## src/rtl/bip_pkg.sv

```systemverilog
// Shared definitions for the BIP run/debug sequencer: state encoding and opcode defaults.
package bip_pkg;

  localparam int NB_OPCODE_DEF = 5;
  localparam logic [NB_OPCODE_DEF-1:0] HALT_OPCODE_DEF = 5'h00;

  typedef enum logic [2:0] {
    ST_IDLE     = 3'd0,
    ST_RUN      = 3'd1,
    ST_STEP     = 3'd2,
    ST_HALT     = 3'd3,
    ST_DUMP_RD  = 3'd4,
    ST_DUMP_CAP = 3'd5,
    ST_DUMP_OUT = 3'd6
  } state_e;

  function automatic logic is_dump_state(input state_e s);
    return (s == ST_DUMP_RD) || (s == ST_DUMP_CAP) || (s == ST_DUMP_OUT);
  endfunction

endpackage

```

## src/rtl/bip_cycle_counter.sv

```systemverilog
// Saturating counter of enabled cycles; holds at all-ones and clears only on reset.
module bip_cycle_counter #(
  parameter int NB_CYCLE = 32
) (
  input  logic                i_clk,
  input  logic                i_rst,
  input  logic                i_en,
  output logic [NB_CYCLE-1:0] o_cnt
);

  logic [NB_CYCLE-1:0] cnt_q;
  logic [NB_CYCLE-1:0] cnt_d;

  always_comb begin
    cnt_d = cnt_q;
    if (i_en && (cnt_q != {NB_CYCLE{1'b1}})) begin
      cnt_d = cnt_q + 1'b1;
    end
  end

  always_ff @(posedge i_clk or negedge i_rst) begin
    if (!i_rst) begin
      cnt_q <= '0;
    end else begin
      cnt_q <= cnt_d;
    end
  end

  assign o_cnt = cnt_q;

endmodule

```

## src/rtl/bip_run_ctrl.sv

```systemverilog
// BIP execution/debug sequencer: run, single-step, halt on HLT, and data-RAM dump to a host.
// Optional cycle counter enabled by defining BIP_CYCLE_COUNTER_EN.
module bip_run_ctrl
  import bip_pkg::*;
#(
  parameter int                   NB_OPCODE   = NB_OPCODE_DEF,
  parameter int                   NB_DATA     = 16,
  parameter int                   NB_RAM_ADDR = 11,
  parameter int                   NB_CYCLE    = 32,
  parameter logic [NB_OPCODE-1:0] HALT_OPCODE = NB_OPCODE'(HALT_OPCODE_DEF)
) (
  input  logic                   i_clk,
  input  logic                   i_rst,
  input  logic [NB_OPCODE-1:0]   i_opcode,
  input  logic                   i_run,
  input  logic                   i_step,
  input  logic                   i_dump,
  input  logic [NB_DATA-1:0]     i_ram_rdata,
  input  logic                   i_dump_ready,
  output logic                   o_cpu_en,
  output logic                   o_ram_sel,
  output logic                   o_dump_rd,
  output logic [NB_RAM_ADDR-1:0] o_dump_addr,
  output logic [NB_DATA-1:0]     o_dump_data,
  output logic                   o_dump_valid,
  output logic                   o_dump_last,
  output logic                   o_halted,
  output logic [NB_CYCLE-1:0]    o_cycle_cnt
);

  localparam logic [NB_RAM_ADDR-1:0] ADDR_LAST = {NB_RAM_ADDR{1'b1}};

  state_e                 state_q, state_d;
  logic                   ret_halt_q, ret_halt_d;
  logic [NB_RAM_ADDR-1:0] addr_q, addr_d;
  logic [NB_DATA-1:0]     data_q, data_d;
  logic                   ram_sel_q, ram_sel_d;
  logic                   dump_rd_q, dump_rd_d;
  logic                   valid_q, valid_d;
  logic                   halted_q, halted_d;
  logic                   is_hlt;

  assign is_hlt = (i_opcode == HALT_OPCODE);

  // Next-state logic; status outputs are decoded from the next state so they come straight from flops.
  always_comb begin
    state_d    = state_q;
    ret_halt_d = ret_halt_q;
    addr_d     = addr_q;
    data_d     = data_q;
    case (state_q)
      ST_IDLE: begin
        if (i_run) begin
          state_d = ST_RUN;
        end else if (i_step) begin
          state_d = ST_STEP;
        end else if (i_dump) begin
          state_d    = ST_DUMP_RD;
          ret_halt_d = 1'b0;
        end
      end
      ST_RUN: begin
        if (is_hlt) begin
          state_d = ST_HALT;
        end
      end
      ST_STEP: begin
        state_d = is_hlt ? ST_HALT : ST_IDLE;
      end
      ST_HALT: begin
        if (i_dump) begin
          state_d    = ST_DUMP_RD;
          ret_halt_d = 1'b1;
        end
      end
      ST_DUMP_RD: begin
        state_d = ST_DUMP_CAP;
      end
      ST_DUMP_CAP: begin
        data_d  = i_ram_rdata;
        state_d = ST_DUMP_OUT;
      end
      ST_DUMP_OUT: begin
        if (i_dump_ready) begin
          if (addr_q == ADDR_LAST) begin
            addr_d  = '0;
            state_d = ret_halt_q ? ST_HALT : ST_IDLE;
          end else begin
            addr_d  = addr_q + 1'b1;
            state_d = ST_DUMP_RD;
          end
        end
      end
      default: begin
        state_d = ST_IDLE;
      end
    endcase

    ram_sel_d = is_dump_state(state_d);
    dump_rd_d = (state_d == ST_DUMP_RD);
    valid_d   = (state_d == ST_DUMP_OUT);
    halted_d  = (state_d == ST_HALT) || (is_dump_state(state_d) && ret_halt_d);
  end

  always_ff @(posedge i_clk or negedge i_rst) begin
    if (!i_rst) begin
      state_q    <= ST_IDLE;
      ret_halt_q <= 1'b0;
      addr_q     <= '0;
      data_q     <= '0;
      ram_sel_q  <= 1'b0;
      dump_rd_q  <= 1'b0;
      valid_q    <= 1'b0;
      halted_q   <= 1'b0;
    end else begin
      state_q    <= state_d;
      ret_halt_q <= ret_halt_d;
      addr_q     <= addr_d;
      data_q     <= data_d;
      ram_sel_q  <= ram_sel_d;
      dump_rd_q  <= dump_rd_d;
      valid_q    <= valid_d;
      halted_q   <= halted_d;
    end
  end

  // Combinational so the CPU is frozen in the very cycle the HLT opcode appears.
  assign o_cpu_en     = ((state_q == ST_RUN) || (state_q == ST_STEP)) && !is_hlt;
  assign o_ram_sel    = ram_sel_q;
  assign o_dump_rd    = dump_rd_q;
  assign o_dump_addr  = addr_q;
  assign o_dump_data  = data_q;
  assign o_dump_valid = valid_q;
  assign o_dump_last  = valid_q && (addr_q == ADDR_LAST);
  assign o_halted     = halted_q;

`ifdef BIP_CYCLE_COUNTER_EN
  bip_cycle_counter #(
    .NB_CYCLE(NB_CYCLE)
  ) u_cycle_counter (
    .i_clk (i_clk),
    .i_rst (i_rst),
    .i_en  (o_cpu_en),
    .o_cnt (o_cycle_cnt)
  );
`else
  assign o_cycle_cnt = '0;
`endif

endmodule

```

## config.mk

```make
export PLATFORM = sky130hd
export DESIGN_NAME = bip_run_ctrl
export DESIGN_NICKNAME = d
export VERILOG_FILES = /design/src/rtl/bip_pkg.sv /design/src/rtl/bip_cycle_counter.sv /design/src/rtl/bip_run_ctrl.sv
export SDC_FILE = /design/constraint.sdc
export NUM_CORES = 1
export LEC_CHECK = 0
export CAP_MARGIN = 5
export CORE_ASPECT_RATIO = 1.4
export CORE_MARGIN = 5
export CORE_UTILIZATION = 44
export CTS_CLUSTER_DIAMETER = 60
export DETAILED_ROUTE_END_ITERATION = 7
export PLACE_DENSITY = 0.85
export SYNTH_ARGS = -nofsm -noshare
export SYNTH_HDL_FRONTEND = slang
export SYNTH_SLANG_ARGS = --single-unit
```

## constraint.sdc

```tcl
create_clock -name i_clk -period 2.4 [get_ports i_clk]
set_input_delay 0.6 -clock i_clk [delete_from_list [all_inputs] [get_ports i_clk]]
set_output_delay 0.6 -clock i_clk [all_outputs]
set_load 0.05 [all_outputs]
```

==> flow_summary.ini, run 1 <==
; yosys + openroad results
[critical_path]
worstSetupEndpointType = output port
startpoint = i_opcode[0]
cp_max_fo = 2
critPathRequiredTime_ns = 1.80
crit_buf_inv = 2
cp_num_cells = 5
critPathMaxStageDelay_ns = 0.44

[finish]
num_antenna_cells = 0
num-fill-cells = 341
final-clk-cell-share_pct = 4.14
stdcell_count = 281
final_util_pct = 60.1
comb_share_pct = 33.0
design_area_um2 = 2510
largest_reg_flops = 16
logic_gate_count = 126
drive_gt1_share_pct = 17.4
inverters = 4
buffers_excl_clock = 63
seq_area_share_pct = 34.9

[synthesis]
logic_family = buffers and inverters
top_area_share_pct = 46.7
yosys_area_um2 = 1880
yosys_cells = 170
mux_share_pct = 9.60
netlist_top_cells_count = dfrtp_1, buf_4, mux2_2
edf_count = 0
syn_area_um2 = 1880
yosysUniqueCellTypes = 46
ys_dominant_reg_cell = dfrtp_1
ys_seq_share_pct = 46.7
fa_ha_area_share_pct = 0.667
ys_sh_xor_pct = 3.73

[sta]
hold_viol = 0
skew_ns = 0.00356
setup_viol = 0
hold_ws_ns = 0.498
fin_crit_sh_pct = 98.3

[floorplan]
die_x_um = 65.2
io_pins = 92
initCoreUtil_pct = 45.0
die_area_um2 = 5690
die_height_um = 87.3

[detailed_routing]
drt_iter0_drc = 24
met2_length_um = 2220
wl_met1_um = 1320
viasPerCell = 5.02
wl_per_cell_um = 14.0
drc = 0
route.met3.wl_um = 315
top_layer = met4

[clock_tree]
h-tree-depth = 2
clock_sink_count = 35
cts_repair_resize_count = 4
clock-root-buffer = clkbuf_8

[global_route]
grt_pass1_wl_um = 6150
busiest_layer = met2
grt_pass1_vias = 1416
antenna_found_initial = 0
met2_usage_pct = 26.6

[hold_path]
hold_end = o_dump_addr[3]

[pwr]
total_power_mw = 3.27
power_frac_seq_pct = 30.2
p_seq_uw = 990
p_clk_uw = 468
combPwrFrac_pct = 55.5

[place]
gp_congestion = 0.928

[run_status]
outcome = finished, final reports clean
**Run 1: layout detail**

Bar = 10 um. Region (18, 29) to (48, 59) um. Cells in gray, sequential cells in the stronger gray; small squares are vias.
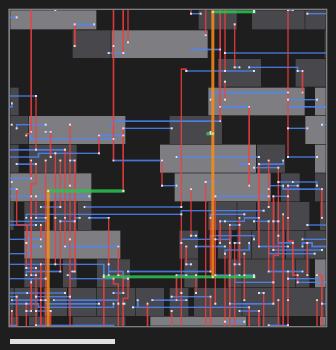
| layer | color |
|---|---|
| metal 4 | orange |
| metal 2 | red |
| metal 3 | green |
| metal 1 | blue |
most frequent: dfrtp_1 (8), nand2_1 (6), clkdlybuf4s50_1 (4)
netlist names of flops here include: `o_dump_addr` (2), `o_dump_data` (2), `state_q` (2)
cells with their middle in the window: 47
sequential cells in the window: 8

**Run 1: wiring by layer**

Two of the layers only.
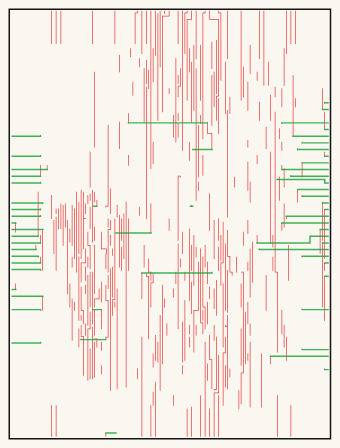
| layer | color | wire length |
|---|---|---|
| metal 3 | green | 315 um |
| metal 2 | red | 2,220 um |
overall track demand over capacity in global routing: 14.0%
via count: 1,410

**Run 1: the metal 1 layer**

Supply wires on this layer in gray.
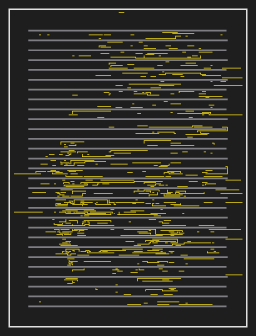
main direction: horizontal
share of all routed wire: 34%
nets with wire on the layer: 201
longest straight run: 17.9 um
met1 GRT Util: 13.8%
WL final: 3940 um

==> run 1 -> run 2 <==
- TNS_END_PERCENT: not set -> 10
**Run 2: layout detail**

Bar = 10 um. Region (18, 29) to (48, 59) um. Cells in gray, sequential cells in the stronger gray; small squares are vias.
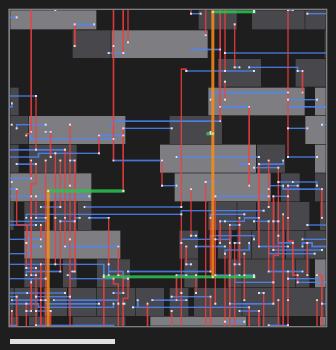

**Run 2: the clock network**

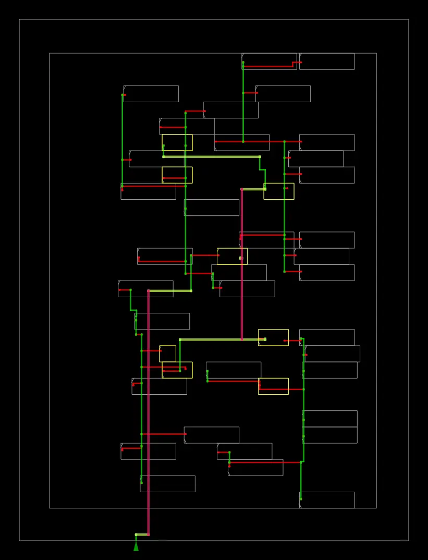
CTS Buf Count: 5
Clock Buffer Count: 7
Clk power: 468 uW
Latency at later pin: 0.28 ns

==> run 2 against run 1 <==
  * Synthesized cell count is the same
  * Largest cell class unchanged
  * Die size did not move
  * Flip-flop count stayed put
  * Critical path depth did not move
  * Critical endpoint unchanged
  * Non-clock buffer count unchanged
  * Final area unchanged
  * Power is the same
  * Routed wire length stayed put
==> flow_summary.ini, run 2 <==
; yosys + openroad results
[pwr]
p_seq_uw = 990
combPwrFrac_pct = 55.5
total_power_mw = 3.27
power_frac_seq_pct = 30.2

[critical_path]
worstSetupEndpointType = output port
critPathMaxStageDelay_ns = 0.44
cp_num_cells = 5
startpoint = i_opcode[0]
cp_max_fo = 2
reg2reg_depth = 6

[detailed_routing]
wl_per_cell_um = 14.0
met2_length_um = 2220
top_layer = met4
viasPerCell = 5.02
wirelength_um = 3940
vias = 1410
wl_met1_um = 1320
drc = 0
route.met3.wl_um = 315

[clock_tree]
h-tree-depth = 2
cts_repair_resize_count = 4
clock_sink_count = 35
clock-root-buffer = clkbuf_8

[global_route]
grt_pass1_vias = 1416
met1_usage_pct = 13.8
track_usage_pct = 14.0
busiest_layer = met2

[synthesis]
ys_sh_xor_pct = 3.73
syn_area_um2 = 1880
yosys_area_um2 = 1880
ys_seq_share_pct = 46.7
netlist_top_cells_count = dfrtp_1, buf_4, mux2_2
top_area_share_pct = 46.7
logic_family = buffers and inverters
mux_share_pct = 9.60
fa_ha_area_share_pct = 0.667
yosys_cells = 170
yosysUniqueCellTypes = 46

[floorplan]
io_pins = 92
die_x_um = 65.2
die_height_um = 87.3
die_area_um2 = 5690
initCoreUtil_pct = 45.0

[finish]
largest_reg_flops = 16
design_area_um2 = 2510
num_antenna_cells = 0
inverters = 4
comb_share_pct = 33.0
buffers_excl_clock = 63
stdcell_count = 281
final_util_pct = 60.1
seq_area_share_pct = 34.9
logic_gate_count = 126
final-clk-cell-share_pct = 4.14

[place]
gp_congestion = 0.928

[run_status]
outcome = finished, final reports clean

[sta]
skew_ns = 0.00356
hold_ws_ns = 0.498
fin_crit_sh_pct = 98.3
==> run 2 -> run 3 <==
- SKIP_CTS_REPAIR_TIMING: not set -> 1
**Run 3: the clock network**

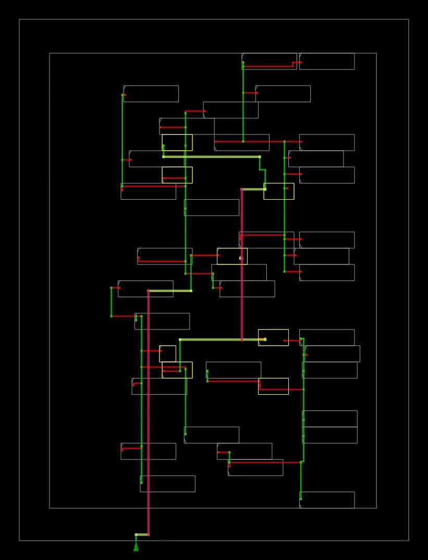
clk sink count: 35
Max Clock Skew: 0.00151 ns
Flops: 35

**Run 3: the metal 1 layer**

Supply wires on this layer in gray.
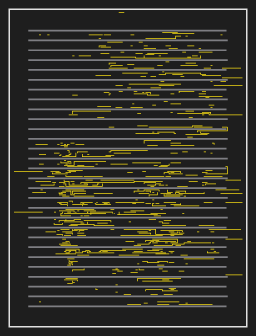
share of all routed wire: 33%
nets with wire on the layer: 204
wire length on this layer: 1,310 um
met1 GRT Util: 13.8%
WL final: 3930 um
via count: 1,408

==> run 3 against run 2 <==
  * Flip-flop count is the same
  * Routed wire length shrank 0.15%
  * Clock power is essentially flat
  * Synthesized cell count is the same
  * Critical path type unchanged
  * Clock skew shrank 0.0020 ns
  * Register-to-register slack is essentially flat
  * Critical endpoint unchanged
  * Critical path depth is the same
  * Setup slack gained 0.0050 ns
  * Sequential power is essentially flat
  * Die size is the same
  * Synthesized area is the same
==> flow_summary.ini, run 3 <==
; yosys + openroad results
[global_route]
grt_pass1_vias = 1421
busiest_layer = met2
grt_pass1_wl_um = 6180
antenna_found_initial = 0

[floorplan]
die_height_um = 87.3
io_pins = 92
initCoreUtil_pct = 45.0
die_x_um = 65.2
die_area_um2 = 5690

[finish]
logic_gate_count = 126
comb_share_pct = 33.2
num_antenna_cells = 0
largest_reg_flops = 16
clkbuf_count = 7
drive_gt1_share_pct = 18.2
inverters = 4
buffers_excl_clock = 63
design_area_um2 = 2530
register_area_um2 = 876
seq_area_share_pct = 34.6
final_util_pct = 60.7
final-clk-cell-share_pct = 4.11
stdcell_count = 281

[pwr]
p_seq_uw = 988
total_power_mw = 3.28
p_clk_uw = 470
power_frac_seq_pct = 30.1

[synthesis]
ys_sh_xor_pct = 3.73
yosys_cells = 170
yosysUniqueCellTypes = 46
syn_area_um2 = 1880
edf_count = 0
ys_seq_share_pct = 46.7
yosys_area_um2 = 1880
netlist_top_cells_count = dfrtp_1, buf_4, mux2_2
ys_dominant_reg_cell = dfrtp_1
top_area_share_pct = 46.7
mux_share_pct = 9.60

[sta]
hold_ws_ns = 0.498
setup_viol = 0
fin_crit_sh_pct = 98.1
hold_viol = 0

[place]
gp_congestion = 0.928

[clock_tree]
clock_latency_ns = 0.28
h-tree-depth = 2
clock-root-buffer = clkbuf_8
numCtsBuffers = 5

[critical_path]
cp_max_fo = 2
critPathRequiredTime_ns = 1.80
cp_num_cells = 5
crit_buf_inv = 2
critPathLaunchType = input port
startpoint = i_opcode[0]
worstSetupEndpointType = output port

[detailed_routing]
drc = 0
wl_met1_um = 1310
route.met3.wl_um = 314
wl_per_cell_um = 14.0
top_layer = met4

[run_status]
outcome = finished, final reports clean

[hold_path]
hold_end = o_dump_addr[3]
hp-class = flop to flop
Power and IR drop assume default switching activity.
